wires.png
(3 px per um)
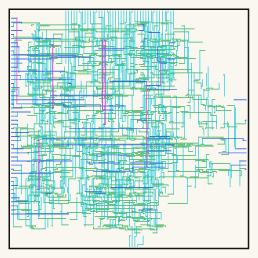
cell_density.png
(4 px per um) 8 x 8 tiles, from black (low) to pale yellow (high), 0 to 100% covered.
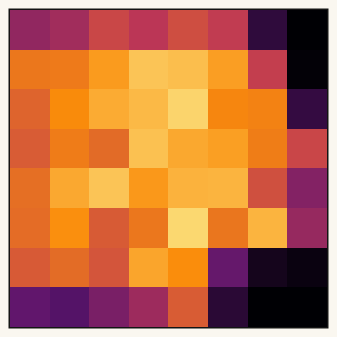
placement_by_type.png
(3 px per um)
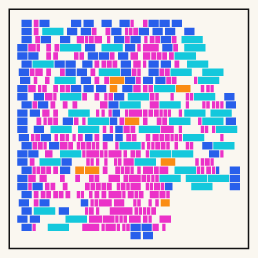
clocks.png
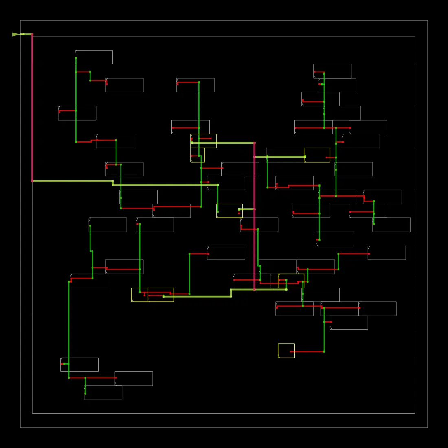
io_placement.png
(4 px per um) Pins as bars across the die edge, other pins in gray.
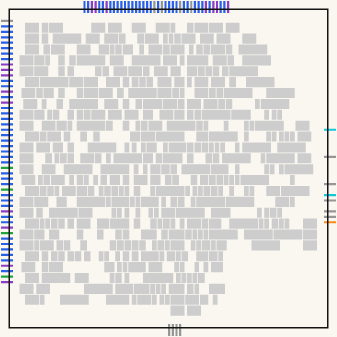
**config.mk**
```make
export PLATFORM = sky130hd
export DESIGN_NAME = fanout_bcast_arb
export DESIGN_NICKNAME = d
export VERILOG_FILES = /design/src/rtl/fanout_pkg.sv /design/src/rtl/fanout_bcast_arb_rr_pick.sv /design/src/rtl/fanout_bcast_arb.sv
export SDC_FILE = /design/constraint.sdc
export NUM_CORES = 1
export LEC_CHECK = 0
export ABC_AREA = 1
export CAP_MARGIN = 20
export CORE_MARGIN = 2
export CORE_UTILIZATION = 45
export CTS_CLUSTER_DIAMETER = 120
export DETAILED_ROUTE_END_ITERATION = 8
export PLACE_DENSITY = 0.91
export RECOVER_POWER = 50
export SLEW_MARGIN = 0
export SYNTH_ARGS = -nofsm -noshare
export SYNTH_HDL_FRONTEND = slang
export SYNTH_SLANG_ARGS = --single-unit
export TNS_END_PERCENT = 100
```
**constraint.sdc**
```tcl
create_clock -name clk -period 3.1 [get_ports clk]
set_input_delay 0.62 -clock clk [delete_from_list [all_inputs] [get_ports clk]]
set_output_delay 0.62 -clock clk [all_outputs]
set_load 0.02 [all_outputs]
```
**src/rtl/fanout_pkg.sv**
```systemverilog
// Shared types and defaults for the broadcast fanout scheduler and the tree wrapper.
// Latency: n/a (types only).
// Backpressure: n/a.
// Contents: tree width/latency defaults, arbiter state enum, tag struct.
package fanout_pkg;

  // The fanout tree wrapper is built with these values; keep both sides in step.
  localparam int DATA_W_DEF     = 16;
  localparam int FANOUT_LAT_DEF = 3;

  // Wide enough for the largest supported requester count (8).
  localparam int TAG_ID_W = 3;

  typedef enum logic {
    IDLE  = 1'b0,
    BURST = 1'b1
  } arb_state_t;

  typedef struct packed {
    logic                v;
    logic [TAG_ID_W-1:0] id;
    logic                last;
  } tag_t;

endpackage

```
**src/rtl/fanout_bcast_arb_rr_pick.sv**
```systemverilog
// Rotate-priority encoder: first set request at or above ptr, wrapping upward.
// Latency: purely combinational.
// Backpressure: none; the caller decides when the pick is used.
// Ports: req (request vector), ptr (search start) -> gnt_oh (one-hot), gnt_idx (index), any.
module rr_pick
  import fanout_pkg::*;
#(
  parameter int N_REQ = 4,
  parameter int ID_W  = 2
) (
  input  logic [N_REQ-1:0] req,
  input  logic [ID_W-1:0]  ptr,
  output logic [N_REQ-1:0] gnt_oh,
  output logic [ID_W-1:0]  gnt_idx,
  output logic             any
);

  logic            found;
  logic [ID_W-1:0] cand;

  always_comb begin
    gnt_oh  = '0;
    gnt_idx = '0;
    found   = 1'b0;
    cand    = '0;
    for (int i = 0; i < N_REQ; i++) begin
      cand = ID_W'((int'(ptr) + i) % N_REQ);
      if (!found && req[cand]) begin
        found        = 1'b1;
        gnt_oh[cand] = 1'b1;
        gnt_idx      = cand;
      end
    end
  end

  assign any = |req;

endmodule

```
**src/rtl/fanout_bcast_arb.sv**
```systemverilog
// Round-robin scheduler feeding one scalar per cycle into the broadcast fanout tree, with tags.
// Latency: req_v -> grant 1 cycle, accept -> fo_data_v 1 cycle, fo_data_v -> tag_v FANOUT_LAT cycles.
// Backpressure: req_rdy of the granted source mirrors dst_rdy; the tree itself never stalls.
// Ports: clk/rst; req_v/req_data/req_last/req_rdy per requester; dst_rdy from the PE array;
//        fo_data_v/fo_in_data to the tree; tag_v/tag_id/tag_last aligned to tree output; busy.
module fanout_bcast_arb
  import fanout_pkg::*;
#(
  parameter int N_REQ      = 4,
  parameter int DATA_W     = DATA_W_DEF,
  parameter int FANOUT_LAT = FANOUT_LAT_DEF,
  parameter int MAX_BURST  = 8,
  localparam int ID_W      = (N_REQ > 1) ? $clog2(N_REQ) : 1
) (
  input  logic                    clk,
  input  logic                    rst,
  input  logic [N_REQ-1:0]        req_v,
  input  logic [N_REQ*DATA_W-1:0] req_data,
  input  logic [N_REQ-1:0]        req_last,
  output logic [N_REQ-1:0]        req_rdy,
  input  logic                    dst_rdy,
  output logic                    fo_data_v,
  output logic [DATA_W-1:0]       fo_in_data,
  output logic                    tag_v,
  output logic [ID_W-1:0]         tag_id,
  output logic                    tag_last,
  output logic                    busy
);

  localparam int CNT_W = $clog2(MAX_BURST + 1);

  arb_state_t        state, state_nxt;
  logic [ID_W-1:0]   gnt_id, rr_ptr, pick_idx;
  logic [N_REQ-1:0]  gnt_oh, pick_oh;
  logic              pick_any;
  logic [CNT_W-1:0]  beat_cnt;
  logic [DATA_W-1:0] fo_dat_r, cur_dat;
  tag_t              fo_tag;
  tag_t              tag_pipe [FANOUT_LAT];
  logic              cur_v, cur_last, accept, burst_end, release_gnt, pipe_busy;

  rr_pick #(
    .N_REQ (N_REQ),
    .ID_W  (ID_W)
  ) u_rr_pick (
    .req     (req_v),
    .ptr     (rr_ptr),
    .gnt_oh  (pick_oh),
    .gnt_idx (pick_idx),
    .any     (pick_any)
  );

  // Granted source selected through the registered one-hot grant.
  always_comb begin
    cur_dat = '0;
    for (int i = 0; i < N_REQ; i++) begin
      if (gnt_oh[i]) cur_dat = req_data[i*DATA_W +: DATA_W];
    end
  end

  assign cur_v    = |(req_v & gnt_oh);
  assign cur_last = |(req_last & gnt_oh);

  // Ready depends only on state, grant and dst_rdy so sources may wait on it.
  assign req_rdy = gnt_oh & {N_REQ{(state == BURST) && dst_rdy}};

  assign accept      = (state == BURST) && cur_v && dst_rdy;
  assign burst_end   = (beat_cnt == CNT_W'(MAX_BURST - 1));
  // A last that coincides with the burst limit is one release, not two.
  assign release_gnt = accept && (cur_last || burst_end);

  always_comb begin
    state_nxt = state;
    case (state)
      IDLE:    if (pick_any) state_nxt = BURST;
      BURST:   if (release_gnt) state_nxt = IDLE;
      default: state_nxt = IDLE;
    endcase
  end

  always_ff @(posedge clk) begin
    if (rst) begin
      state    <= IDLE;
      rr_ptr   <= '0;
      gnt_id   <= '0;
      gnt_oh   <= '0;
      beat_cnt <= '0;
      fo_tag   <= '0;
      fo_dat_r <= '0;
      for (int k = 0; k < FANOUT_LAT; k++) tag_pipe[k] <= '0;
    end else begin
      state <= state_nxt;

      if (state == IDLE && pick_any) begin
        gnt_id   <= pick_idx;
        gnt_oh   <= pick_oh;
        beat_cnt <= '0;
      end

      if (accept) begin
        fo_dat_r <= cur_dat;
        fo_tag   <= '{v: 1'b1, id: TAG_ID_W'(gnt_id), last: cur_last};
        beat_cnt <= beat_cnt + 1'b1;
      end else begin
        fo_tag <= '0;
      end

      if (release_gnt) begin
        rr_ptr   <= (gnt_id == ID_W'(N_REQ - 1)) ? '0 : gnt_id + 1'b1;
        beat_cnt <= '0;
      end

      // Tag travels alongside the tree: enters with fo_data_v, exits with tree output.
      tag_pipe[0] <= fo_tag;
      for (int k = 1; k < FANOUT_LAT; k++) tag_pipe[k] <= tag_pipe[k-1];
    end
  end

  always_comb begin
    pipe_busy = 1'b0;
    for (int k = 0; k < FANOUT_LAT; k++) pipe_busy = pipe_busy | tag_pipe[k].v;
  end

  assign fo_data_v  = fo_tag.v;
  assign fo_in_data = fo_dat_r;
  assign tag_v      = tag_pipe[FANOUT_LAT-1].v;
  assign tag_id     = tag_pipe[FANOUT_LAT-1].id[ID_W-1:0];
  assign tag_last   = tag_pipe[FANOUT_LAT-1].last;
  assign busy       = (state == BURST) | fo_tag.v | pipe_busy;

endmodule

```
==> results.json <==
{
  "status": "finished clean",
  "syn_avg_cell_area_um2": 7.02,
  "stdcell_count": 529,
  "vias_per_cell": 5.38,
  "rsz0062_at_grt": "no",
  "cp.required_ns": 2.48,
  "fin_hold_ws_ns": 0.410,
  "tightest_slew_ns": 0.698,
  "flop_cell": "dfxtp_1",
  "startpoint": "dst_rdy",
  "ys_warn_count": 0,
  "hold_viol_final": 0,
  "rr_startpoint": "rr_ptr[0]$_SDFFE_PP0P_",
  "cp_max_fo": 5,
  "p_sw_share_pct": 35.2,
  "die_area_mm2": 0.00628,
  "slew_headroom_pct": 53.5,
  "cp-endpoint": "req_rdy[0]",
  "min_to": "tag_pipe[0][11]$_SDFF_PP0_",
  "logic_family": "simple AND/OR/NAND/NOR gates",
  "tns_ns": 0,
  "critPathKind": "input port to output pin",
  "num-nets-final": 538,
  "hold_path.class": "flip-flop to flip-flop",
  "pwr-share-clk_pct": 24.4,
  "cts_max_level": 2,
  "ys_sh_adder_pct": 3.44,
  "edf_count": 0,
  "numCtsBuffers": 5,
  "syn_to_final_growth_pct": 44.2,
  "diodes": 0,
  "antenna_left": 0,
  "period_minus_slack_ns": 2.69,
  "grt_pass1_vias": 2784,
  "async_flop_share_pct": 0,
  "cts_hold_buf": 0,
  "p_total_w": 0.00157,
  "ys_cells": 363
}
Back to the opening pictures, wires.png:
| color | layer | wire length |
|---|---|---|
| magenta | metal 4 | 154 um |
| blue | metal 3 | 643 um |
| cyan | metal 2 | 3920 um |
| green | metal 1 | 3020 um |
Tot GR Track Use: 24.7%
routed wire length: 7750 um
WL/cell: 14.6 um
via count: 2848

Back to the opening pictures, cell_density.png:
densest ninth of the die: center
fullest tile: 92%
emptiest ninth of the die: south-east
tiles over 75% full: 31%
nearly empty tiles: 6.2%
fp util: 46.5%
Layout Utilization: 67.1%
CORE AREA: 0.00547 mm2

Back to the opening pictures, placement_by_type.png:
| color | class | cells | share of their area |
|---|---|---|---|
| magenta | combinational and other logic | 296 | 43% |
| blue | remaining buffers and delay cells | 108 | 30% |
| cyan | sequential cells | 45 | 25% |
| orange | clock drivers and dummy loads | 8 | 2.6% |
post-route cell area: 0.00367 mm2
flop share of the area: 24.5%
Site Rows: 27

Back to the opening pictures, clocks.png:
Late-Pin Clk Latency: 0.31 ns
clk pwr: 0.000383 W
CTS sink count: 45
clkbuf count: 5

Back to the opening pictures, io_placement.png:
| color | port | pins | direction | edge |
|---|---|---|---|---|
| orange | `tag_v` | 1 | output | east |
| cyan | `tag_id` | 2 | output | east |
| purple | `fo_in_data` | 16 | output | 9 west, 7 north |
| blue | `req_data` | 64 | input | 35 west, 29 north |
| green | `req_rdy` | 4 | output | west |
PortBufs: 100
die height: 79.2 um
die span in x: 79.2 um

## cells in the mapped netlist, types with 2 or more instances
cell	instances
inv_2	3
buf_4	5
clkbuf_1	8
o21ai_0	22
nor3_1	2
ha_1	7
inv_1	30
nand2_4	3
dfxtp_1	45
nand3_2	5
buf_1	2
a21oi_1	59
buf_2	6
clkinv_1	3
nand2_1	54
nor2_1	35
o211ai_1	16
nand2_2	4
nand3_1	40
o21ai_1	3
## worst max-delay path, stage by stage
cell and delay, ns:
clkdlybuf4s50_1 0.46, nand2_1 0.18, nor2_1 0.18, clkdlybuf4s50_1 0.63
## sequential cells by signal, indices dropped and copies added, names as in the netlist
signal / count
fo_in_data: 16
tag_pipe: 12
beat_cnt: 4
gnt_oh: 4
fo_tag: 3
gnt_id: 2
rr_ptr: 2
fo_data_v: 1
state: 1
## power groups by stage
stage | combinational [W] | clock (W) | sequential, W
floorplan | 0.000303 | 0 | 0.000668
global placement | 0.000538 | 0 | 0.000649
detailed placement | 0.000551 | 0 | 0.000650
CTS | 0.000553 | 0.000390 | 0.000637
global route | 0.000601 | 0.000416 | 0.000641
finish | 0.000549 | 0.000383 | 0.000637
## cell type report
cell class	count	area, um2	share of cell area [%]
inverter	37	146	3.99
clock buffer	5	68.8	1.87
tap	72	90.1	2.45
clock inverter	3	25.0	0.681
multi-input combinational	259	1380	37.7
timing repair buffer	108	1060	28.8
sequential	45	901	24.5
## metal layers
layer	vias to the layer above	global-route usage (%)	wire length [um]
met1	1298	26.5	3020
met3	16	8.52	642
met2	130	44.7	3920
met4	0	8.62	154
met5	-	0	0
li1	1404	-	-
## cell families after synthesis
kind of cell | count (synthesis)
DFF | 45
buffers and inverters | 59
and+or+nand+nor | 147
AOI/OAI and AO/OA | 104
adders and majority gates | 7
xor gates and xnor gates | 1
Power figures rest on the tool's default switching activity, not on a simulated workload.
